<file path="config.mk">
export PLATFORM = sky130hd
export DESIGN_NAME = hit_storage_writer
export DESIGN_NICKNAME = d
export VERILOG_FILES = /design/src/rtl/hit_storage_writer.sv
export SDC_FILE = /design/constraint.sdc
export NUM_CORES = 1
export LEC_CHECK = 0
export ABC_CLOCK_PERIOD_IN_PS = 3500
export CAP_MARGIN = 25
export CORE_ASPECT_RATIO = 0.8
export CORE_UTILIZATION = 45
export CTS_CLUSTER_DIAMETER = 40
export CTS_CLUSTER_SIZE = 25
export DETAILED_ROUTE_END_ITERATION = 6
export PLACE_DENSITY = 0.74
export SKIP_LAST_GASP = 1
export SYNTH_ARGS = -nofsm -noshare
export SYNTH_HDL_FRONTEND = slang
export SYNTH_SLANG_ARGS = --single-unit
</file>
<file path="constraint.sdc">
create_clock -name clock -period 3.5 [get_ports clock]
set_clock_uncertainty 0.05 [all_clocks]
set_input_delay 0.875 -clock clock [delete_from_list [all_inputs] [get_ports clock]]
set_output_delay 0.875 -clock clock [all_outputs]
set_load 0.01 [all_outputs]
</file>
<file path="src/rtl/hit_storage_writer.sv">
// Sets single bits in a word-organised bit-array RAM, one bit per
// {word, letter} address from the upstream address generator.
// Addresses are buffered in a small FIFO. Each one is applied with a
// three-cycle read-modify-write. The array is swept to zero after reset
// or on clearRequest.
//
// Ports:
//   clock, reset     system clock, synchronous active-high reset
//   address          {word index, bit index} from upstream
//   newAddress       address valid (accepted only if ready was seen)
//   clearRequest     pulse: flush FIFO, abandon RMW, re-clear array
//   storageReady     upstream may launch an address next cycle
//   memReadAddr      RAM read address (data returns one cycle later)
//   memReadData      RAM read data
//   memWriteEnable   RAM write strobe
//   memWriteAddr     RAM write address
//   memWriteData     RAM write data
//   clearing         high while the clear sweep runs
//   duplicateCount   saturating count of hits on already-set bits
//   overflow         sticky: an address was dropped on a full FIFO
module hit_storage_writer #(
   parameter int unsigned LETTERINDEXBITS = 4,
   parameter int unsigned WORDINDEXBITS   = 4,
   parameter int unsigned WORDLENGTH      = 2 ** LETTERINDEXBITS,
   parameter int unsigned MEMORYDEPTH     = 2 ** WORDINDEXBITS,
   parameter int unsigned FIFODEPTH       = 4,
   parameter int unsigned DUPCOUNTBITS    = 8
) (
   input  logic                                     clock,
   input  logic                                     reset,
   input  logic [LETTERINDEXBITS+WORDINDEXBITS-1:0] address,
   input  logic                                     newAddress,
   input  logic                                     clearRequest,
   output logic                                     storageReady,
   output logic [WORDINDEXBITS-1:0]                 memReadAddr,
   input  logic [WORDLENGTH-1:0]                    memReadData,
   output logic                                     memWriteEnable,
   output logic [WORDINDEXBITS-1:0]                 memWriteAddr,
   output logic [WORDLENGTH-1:0]                    memWriteData,
   output logic                                     clearing,
   output logic [DUPCOUNTBITS-1:0]                  duplicateCount,
   output logic                                     overflow
);

   localparam int unsigned ADDRW  = LETTERINDEXBITS + WORDINDEXBITS;
   localparam int unsigned PTRW   = $clog2(FIFODEPTH);
   localparam int unsigned CNTW   = PTRW + 1;
   localparam int unsigned SWEEPW = WORDINDEXBITS + 1;

   typedef enum logic [1:0] {
      S_CLEAR = 2'd0,
      S_IDLE  = 2'd1,
      S_READ  = 2'd2,
      S_WRITE = 2'd3
   } state_t;

   state_t                     state_q;
   logic [SWEEPW-1:0]          sweep_q;
   logic [ADDRW-1:0]           fifo_mem [FIFODEPTH];
   logic [PTRW-1:0]            wr_ptr_q;
   logic [PTRW-1:0]            rd_ptr_q;
   logic [CNTW-1:0]            count_q;
   logic [CNTW-1:0]            count_d;
   logic                       ready_q;
   logic [WORDINDEXBITS-1:0]   word_q;
   logic [LETTERINDEXBITS-1:0] bit_q;

   logic                       push_req;
   logic                       push_acc;
   logic                       push_drop;
   logic                       pop_en;
   logic                       stay_clear;
   logic [ADDRW-1:0]           head;

   // FIFO bookkeeping; clearRequest overrides every push and pop
   always_comb begin
      push_req   = 1'b0;
      push_acc   = 1'b0;
      push_drop  = 1'b0;
      pop_en     = 1'b0;
      stay_clear = 1'b0;
      count_d    = count_q;
      head       = fifo_mem[rd_ptr_q];

      // ready_q: upstream launched because it saw ready one cycle earlier
      push_req  = newAddress & ready_q & ~clearRequest;
      push_acc  = push_req & (count_q != CNTW'(FIFODEPTH));
      push_drop = push_req & (count_q == CNTW'(FIFODEPTH));
      pop_en    = (state_q == S_IDLE) & (count_q != '0) & ~clearRequest;

      if (clearRequest) begin
         count_d = '0;
      end else begin
         count_d = count_q + CNTW'(push_acc) - CNTW'(pop_en);
      end

      // next state is CLEAR: new request, or sweep not yet finished
      stay_clear = clearRequest |
                   ((state_q == S_CLEAR) & (sweep_q != SWEEPW'(MEMORYDEPTH)));
   end

   // FIFO storage needs no reset; occupancy is tracked by count_q
   always_ff @(posedge clock) begin
      if (push_acc) begin
         fifo_mem[wr_ptr_q] <= address;
      end
   end

   // Control FSM, FIFO pointers and all registered outputs
   always_ff @(posedge clock) begin
      if (reset) begin
         state_q        <= S_CLEAR;
         sweep_q        <= '0;
         wr_ptr_q       <= '0;
         rd_ptr_q       <= '0;
         count_q        <= '0;
         ready_q        <= 1'b0;
         word_q         <= '0;
         bit_q          <= '0;
         storageReady   <= 1'b0;
         memReadAddr    <= '0;
         memWriteEnable <= 1'b0;
         memWriteAddr   <= '0;
         memWriteData   <= '0;
         clearing       <= 1'b1;
         duplicateCount <= '0;
         overflow       <= 1'b0;
      end else begin
         ready_q      <= storageReady;
         count_q      <= count_d;
         // one slot of slack absorbs the address already in flight
         storageReady <= ~stay_clear & (count_d <= CNTW'(FIFODEPTH - 2));

         if (push_drop) begin
            overflow <= 1'b1;
         end

         if (clearRequest) begin
            wr_ptr_q <= '0;
            rd_ptr_q <= '0;
         end else begin
            if (push_acc) begin
               wr_ptr_q <= wr_ptr_q + PTRW'(1);
            end
            if (pop_en) begin
               rd_ptr_q <= rd_ptr_q + PTRW'(1);
            end
         end

         if (clearRequest) begin
            // abandon any RMW in progress without writing
            state_q        <= S_CLEAR;
            sweep_q        <= '0;
            memWriteEnable <= 1'b0;
            clearing       <= 1'b1;
         end else begin
            case (state_q)
               S_CLEAR: begin
                  if (sweep_q == SWEEPW'(MEMORYDEPTH)) begin
                     // last zero write was issued on the previous edge
                     state_q        <= S_IDLE;
                     memWriteEnable <= 1'b0;
                     clearing       <= 1'b0;
                  end else begin
                     memWriteEnable <= 1'b1;
                     memWriteAddr   <= sweep_q[WORDINDEXBITS-1:0];
                     memWriteData   <= '0;
                     sweep_q        <= sweep_q + SWEEPW'(1);
                  end
               end
               S_IDLE: begin
                  memWriteEnable <= 1'b0;
                  if (pop_en) begin
                     memReadAddr <= head[ADDRW-1 -: WORDINDEXBITS];
                     word_q      <= head[ADDRW-1 -: WORDINDEXBITS];
                     bit_q       <= head[LETTERINDEXBITS-1:0];
                     state_q     <= S_READ;
                  end
               end
               S_READ: begin
                  memWriteEnable <= 1'b0;
                  state_q        <= S_WRITE;
               end
               S_WRITE: begin
                  memWriteEnable <= 1'b1;
                  memWriteAddr   <= word_q;
                  memWriteData   <= memReadData | (WORDLENGTH'(1) << bit_q);
                  if (memReadData[bit_q] && (duplicateCount != '1)) begin
                     duplicateCount <= duplicateCount + DUPCOUNTBITS'(1);
                  end
                  state_q <= S_IDLE;
               end
               default: begin
                  state_q <= S_CLEAR;
                  sweep_q <= '0;
               end
            endcase
         end
      end
   end

endmodule
</file>
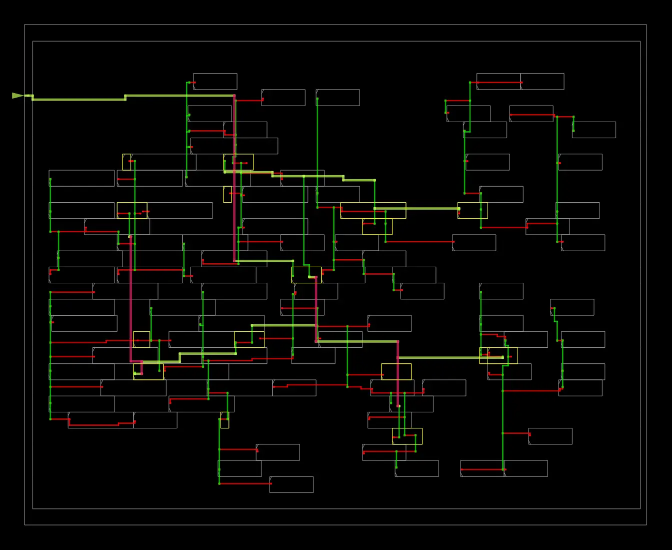
(run_1/clocks.png)
power in the clock group: 687 uW
# clk buffers: 15
number of flip-flops and latches: 87

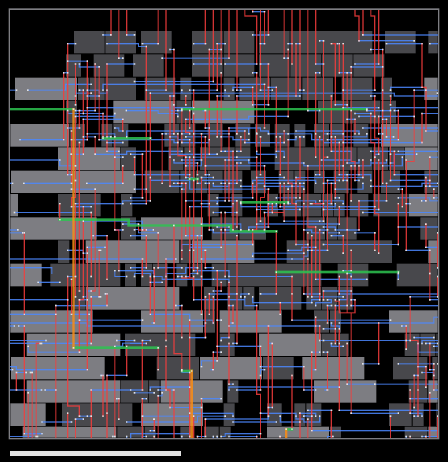
(run_1/detail.png)
Bar = 20 um. Window x 28 to 78, y 34 to 84 um. Cells in grey, sequential cells in the stronger grey; small squares are vias.
| layer | colour |
|---|---|
| metal 2 | red |
| metal 3 | green |
| metal 4 | orange |
| metal 1 | blue |
most frequent: nand2_1 (26), clkdlybuf4s50_1 (23)
netlist names of flops here include: `memWriteData` (12), `fifo_mem` (8), `bit_q` (4)
cells with their middle in the window: 168
sequential cells in the window: 29

==> results_dict.tcl, run 1 <==
# flow metrics
set metrics [dict create \
    worstSetupEndpoint "storageReady" \
    busiest_layer "met2" \
    critPathSlowestCell "sky130_fd_sc_hd__clkdlybuf4s50_1" \
    regMostFlops "fifo_mem" \
    ys_top_cells_by_count "sky130_fd_sc_hd__dfxtp_1 (55), sky130_fd_sc_hd__nand2_1 (41), sky130_fd_sc_hd__nor2_1 (37)" \
    path_common_cell "sky130_fd_sc_hd__inv_1" \
    rr_endpoint "storageReady" \
    synth.comb.largest_family "simple AND/OR/NAND/NOR gates" \
    area_leaders "sky130_fd_sc_hd__dfxtp_1 (29%), sky130_fd_sc_hd__edfxtp_1 (25%), sky130_fd_sc_hd__mux4_2 (4.7%), sky130_fd_sc_hd__ha_1 (4.3%), sky130_fd_sc_hd__a21oi_1 (4.2%)" \
    simple_gate_share 0.147 \
    cp.buffers_inverters 4 \
    io_buffer_count 63 \
    clock_cell_area_share 0.0402 \
    rsz0062_at_grt "false" \
    post_synth_tally_of_flip_flops_with_integrated_enable 32 \
    min_path_cells 2 \
    yosys.cell_count.top_type "sky130_fd_sc_hd__dfxtp_1" \
    drtAntennaViolNets 0 \
    dieHeight_um 84.4 \
    numSynthFlops 87 \
    cts_inserted_buffers 9 \
    power.density_nw_per_um2 385 \
    clock-root-buffer "sky130_fd_sc_hd__clkbuf_8" \
    holdPathEnd "memWriteData[10]" \
    floorplan.tapcells 108 \
    power.share.switching 0.202 \
    largest_register_ffs 32 \
    post-dp-hpwl_mm 5.60 \
    postSynthAreaPerCell_sq_um 10.7 \
    timing.final.crit_share 0.876 \
    globalRouteTotalUtil 0.188 \
    final_critical_path_setup_slack_ns 0.435 \
    fillCellCount 683 \
    grt_pass1_wl_mm 13.1 \
    internal_power_mw 1.45 \
    cts_post_setup_buffers_inserted 0 \
    setup_total_negative_slack_ns 0 \
    global_route.usage.met3 0.0481 \
    dominant-cell-class "registers" \
    slew_viol_final 0 \
    mappedNetlistNets 400 \
    most_common_flop_cell_mapped_by_yosys "sky130_fd_sc_hd__dfxtp_1" \
    synth.yosys.warnings 0 \
    run_status "finished, final reports clean" \
    reg_top3 "fifo_mem (32), memWriteData (16), duplicateCount (8)" \
    diodes 0 \
    synth.yosys.chip_area_sq_um 3820 \
    place_congestion 0.794 \
    path_cells "clkdlybuf4s50_1 -> nand2_1 -> a211oi_1 -> inv_1 -> ha_1 -> inv_1 -> ha_1 -> inv_1 -> fa_1 -> xnor2_1 -> xnor2_1 -> a2111oi_0" \
    cts_tree "built" \
    placed_cells_incl_taps 514 \
    io_pins 64 \
    via_count_of_the_first_global_routing_pass 2711 \
    power_top_consumer "registers" \
    synth-cells-yosys 358 \
    hold_class "reg2reg" \
    finalHoldViolations 0 \
    power.leakage_nw 1.59 \
    critical_path_class "in2reg" \
    layout_top_cells_excl_fill_tap "sky130_fd_sc_hd__clkdlybuf4s50_1 (63), sky130_fd_sc_hd__dfxtp_1 (55), sky130_fd_sc_hd__nand2_1 (41)" \
    finish.cell_count_without_fillers 530 \
    met1Wirelength_mm 3.72 \
    coreArea_sq_um 8090 \
    share_comb_of_total_power 0.044 \
    ys_sh_aoi 0.113 \
    post_synthesis_cell_type_count 48 \
    signal_buffers 68 \
    vdd.ir_drop.worst_uv 236 \
    xor_share 0.0206 \
    maxUsedRoutingLayer "met4" \
    met3_layer_wire_length_in_the_routed_design_um 329 \
    ff2ff_setup_slack_ns 0.91 \
    path_delay_family "adder cells" \
    detail_route.first_pass.iterations 4 \
    min_from "memWriteData[10]" \
    detail_route.drc_violations 0 \
    cts.clk_slew.worst_paths_ns 0.08 \
    final-nonclk-buf-share 0.141 \
    synth-seq-area-share 0.540 \
    groute.layer.met2.usage 0.311 \
    cp_num_cells 12 \
    adder_share 0.0478 \
    worst-endpoint-required_ns 3.68 \
    timing.critical_path.from "newAddress" \
    detailed_place.area_sq_um 4540 \
]
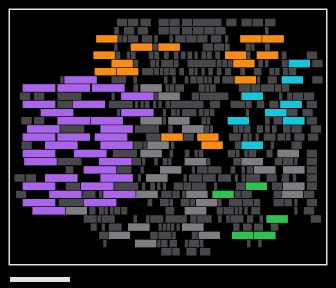
(run_1/flops_by_reg.png)
Bar = 20 um. Other sequential cells in the stronger grey, the rest of the logic in the fainter grey.
| name in the netlist | colour | sequential cells |
|---|---|---|
| `sweep_q` | green | 5 |
| `fifo_mem` | purple | 32 |
| `memWriteData` | orange | 16 |
| `duplicateCount` | cyan | 8 |
not coloured: 26
reported sequential group power: 1.05 mW
fraction of standard cell area that is sequential: 0.436

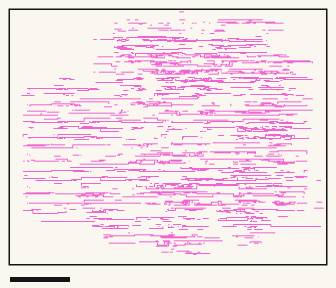
(run_1/layer_met1.png)
Bar = 20 um.
wire length on this layer: 3,720 um
nets with wire on the layer: 407
longest straight run: 28.5 um
share of all routed wire: 48%
main direction: horizontal
grt met1 use: 0.242
vias: 2,801
wire length reported by the detailed router: 7.83 mm

==> run 1 -> run 2 <==
CTS_CLUSTER_DIAMETER = default   (was 40)
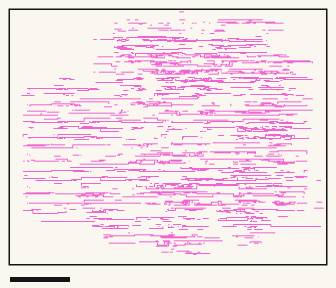
(run_2/layer_met1.png)
Bar = 20 um.
nets with wire on the layer: 407
main direction: horizontal
share of all routed wire: 48%

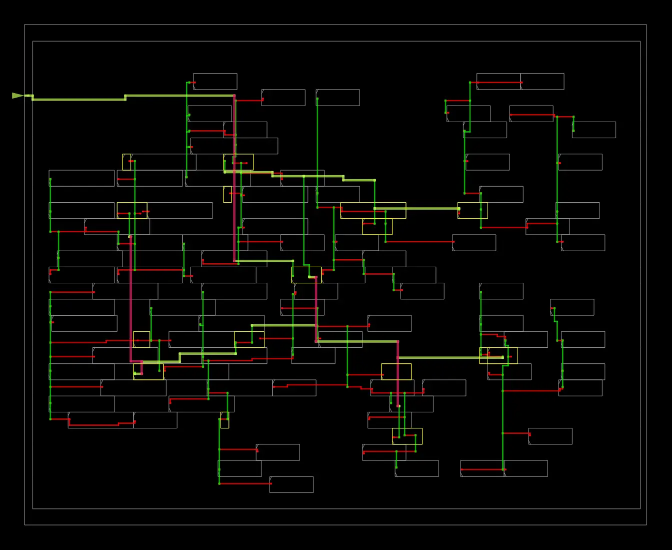
(run_2/clocks.png)
TritonCTS sink count: 87
clk ins delay skew pair: 0.36 ns

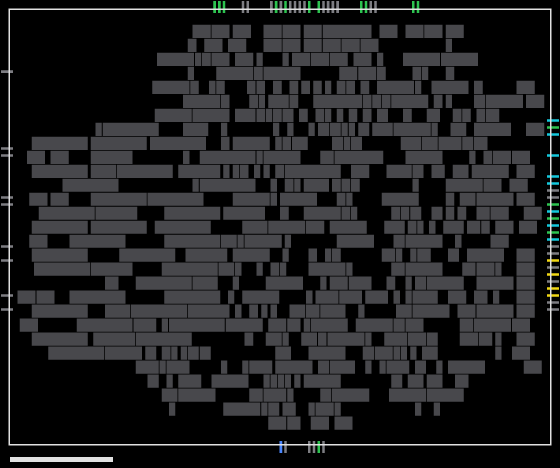
(run_2/io_placement.png)
Bar = 20 um. Pins as bars across the die edge, other pins in grey.
| port | colour | pins | direction | edge |
|---|---|---|---|---|
| `memWriteData` | green | 16 | output | 11 top, 4 right, 1 bottom |
| `duplicateCount` | cyan | 8 | output | right |
| `clearRequest` | blue | 1 | input | bottom |
| `memWriteAddr` | yellow | 4 | output | right |
all pins by edge: 25 top, 24 right, 9 left, 6 bottom
PortBufs: 63
Die Span X: 105 um
y dimension of the die: 84.4 um

==> run 2 against run 1 <==
  * Routed wire length is the same
  * Flip-flop count is the same
  * Non-clock buffer count is the same
  * Sequential power is essentially flat
  * Combinational power is essentially flat
==> results_dict.tcl, run 2 <==
# flow metrics
set metrics [dict create \
    mappedNetlistNets 400 \
    layout.sequential_cells 87 \
    fillCellCount 683 \
    route.vias.total 2801 \
    power.leakage_nw 1.59 \
    ff2ff_setup_slack_ns 0.91 \
    met1Wirelength_mm 3.72 \
    setup_total_negative_slack_ns 0 \
    path_cells "clkdlybuf4s50_1 -> nand2_1 -> a211oi_1 -> inv_1 -> ha_1 -> inv_1 -> ha_1 -> inv_1 -> fa_1 -> xnor2_1 -> xnor2_1 -> a2111oi_0" \
    coreArea_sq_um 8090 \
    min_from "memWriteData[10]" \
    global_route.usage.met3 0.0481 \
    area_leaders "sky130_fd_sc_hd__dfxtp_1 (29%), sky130_fd_sc_hd__edfxtp_1 (25%), sky130_fd_sc_hd__mux4_2 (4.7%), sky130_fd_sc_hd__ha_1 (4.3%), sky130_fd_sc_hd__a21oi_1 (4.2%)" \
    final-nonclk-buf-share 0.141 \
    most_common_flop_cell_mapped_by_yosys "sky130_fd_sc_hd__dfxtp_1" \
    min_path_cells 2 \
    groute.layer.met2.usage 0.311 \
    xor_share 0.0206 \
    synth-seq-area-share 0.540 \
    critical_path_class "in2reg" \
    via_count_of_the_first_global_routing_pass 2711 \
    detail_route.drc_violations 0 \
    cts.clk_slew.worst_paths_ns 0.08 \
    detailed_place.area_sq_um 4540 \
    power.share.switching 0.202 \
    path_common_cell "sky130_fd_sc_hd__inv_1" \
    timing.critical_path.from "newAddress" \
    met3_layer_wire_length_in_the_routed_design_um 329 \
    placed_cells_incl_taps 514 \
    floorplan.tapcells 108 \
    detail_route.first_pass.iterations 4 \
    timing.final.crit_share 0.876 \
    drtAntennaViolNets 0 \
    clock-root-buffer "sky130_fd_sc_hd__clkbuf_8" \
    path_delay_family "adder cells" \
    cp_num_cells 12 \
    post_synthesis_cell_type_count 48 \
    layout_top_cells_excl_fill_tap "sky130_fd_sc_hd__clkdlybuf4s50_1 (63), sky130_fd_sc_hd__dfxtp_1 (55), sky130_fd_sc_hd__nand2_1 (41)" \
    dominant-cell-class "registers" \
    run_status "finished, final reports clean" \
    seq-cell-share 0.436 \
    critPathSlowestCell "sky130_fd_sc_hd__clkdlybuf4s50_1" \
    power_top_consumer "registers" \
    synth-cells-yosys 358 \
    internal_power_mw 1.45 \
    globalRouteTotalUtil 0.188 \
    synth.yosys.warnings 0 \
    cts_post_setup_buffers_inserted 0 \
    ys_top_cells_by_count "sky130_fd_sc_hd__dfxtp_1 (55), sky130_fd_sc_hd__nand2_1 (41), sky130_fd_sc_hd__nor2_1 (37)" \
    met1_usage 0.242 \
    numSynthFlops 87 \
    power_sequential_mw 1.05 \
    finalHoldViolations 0 \
    layout.clock_buffers 15 \
    worstSetupEndpoint "storageReady" \
    rr_endpoint "storageReady" \
    cts_tree "built" \
    synth.comb.largest_family "simple AND/OR/NAND/NOR gates" \
    cts_inserted_buffers 9 \
    share_comb_of_total_power 0.044 \
    busiest_layer "met2" \
    post-dp-hpwl_mm 5.60 \
]
Power is estimated from default activity; no workload was simulated.
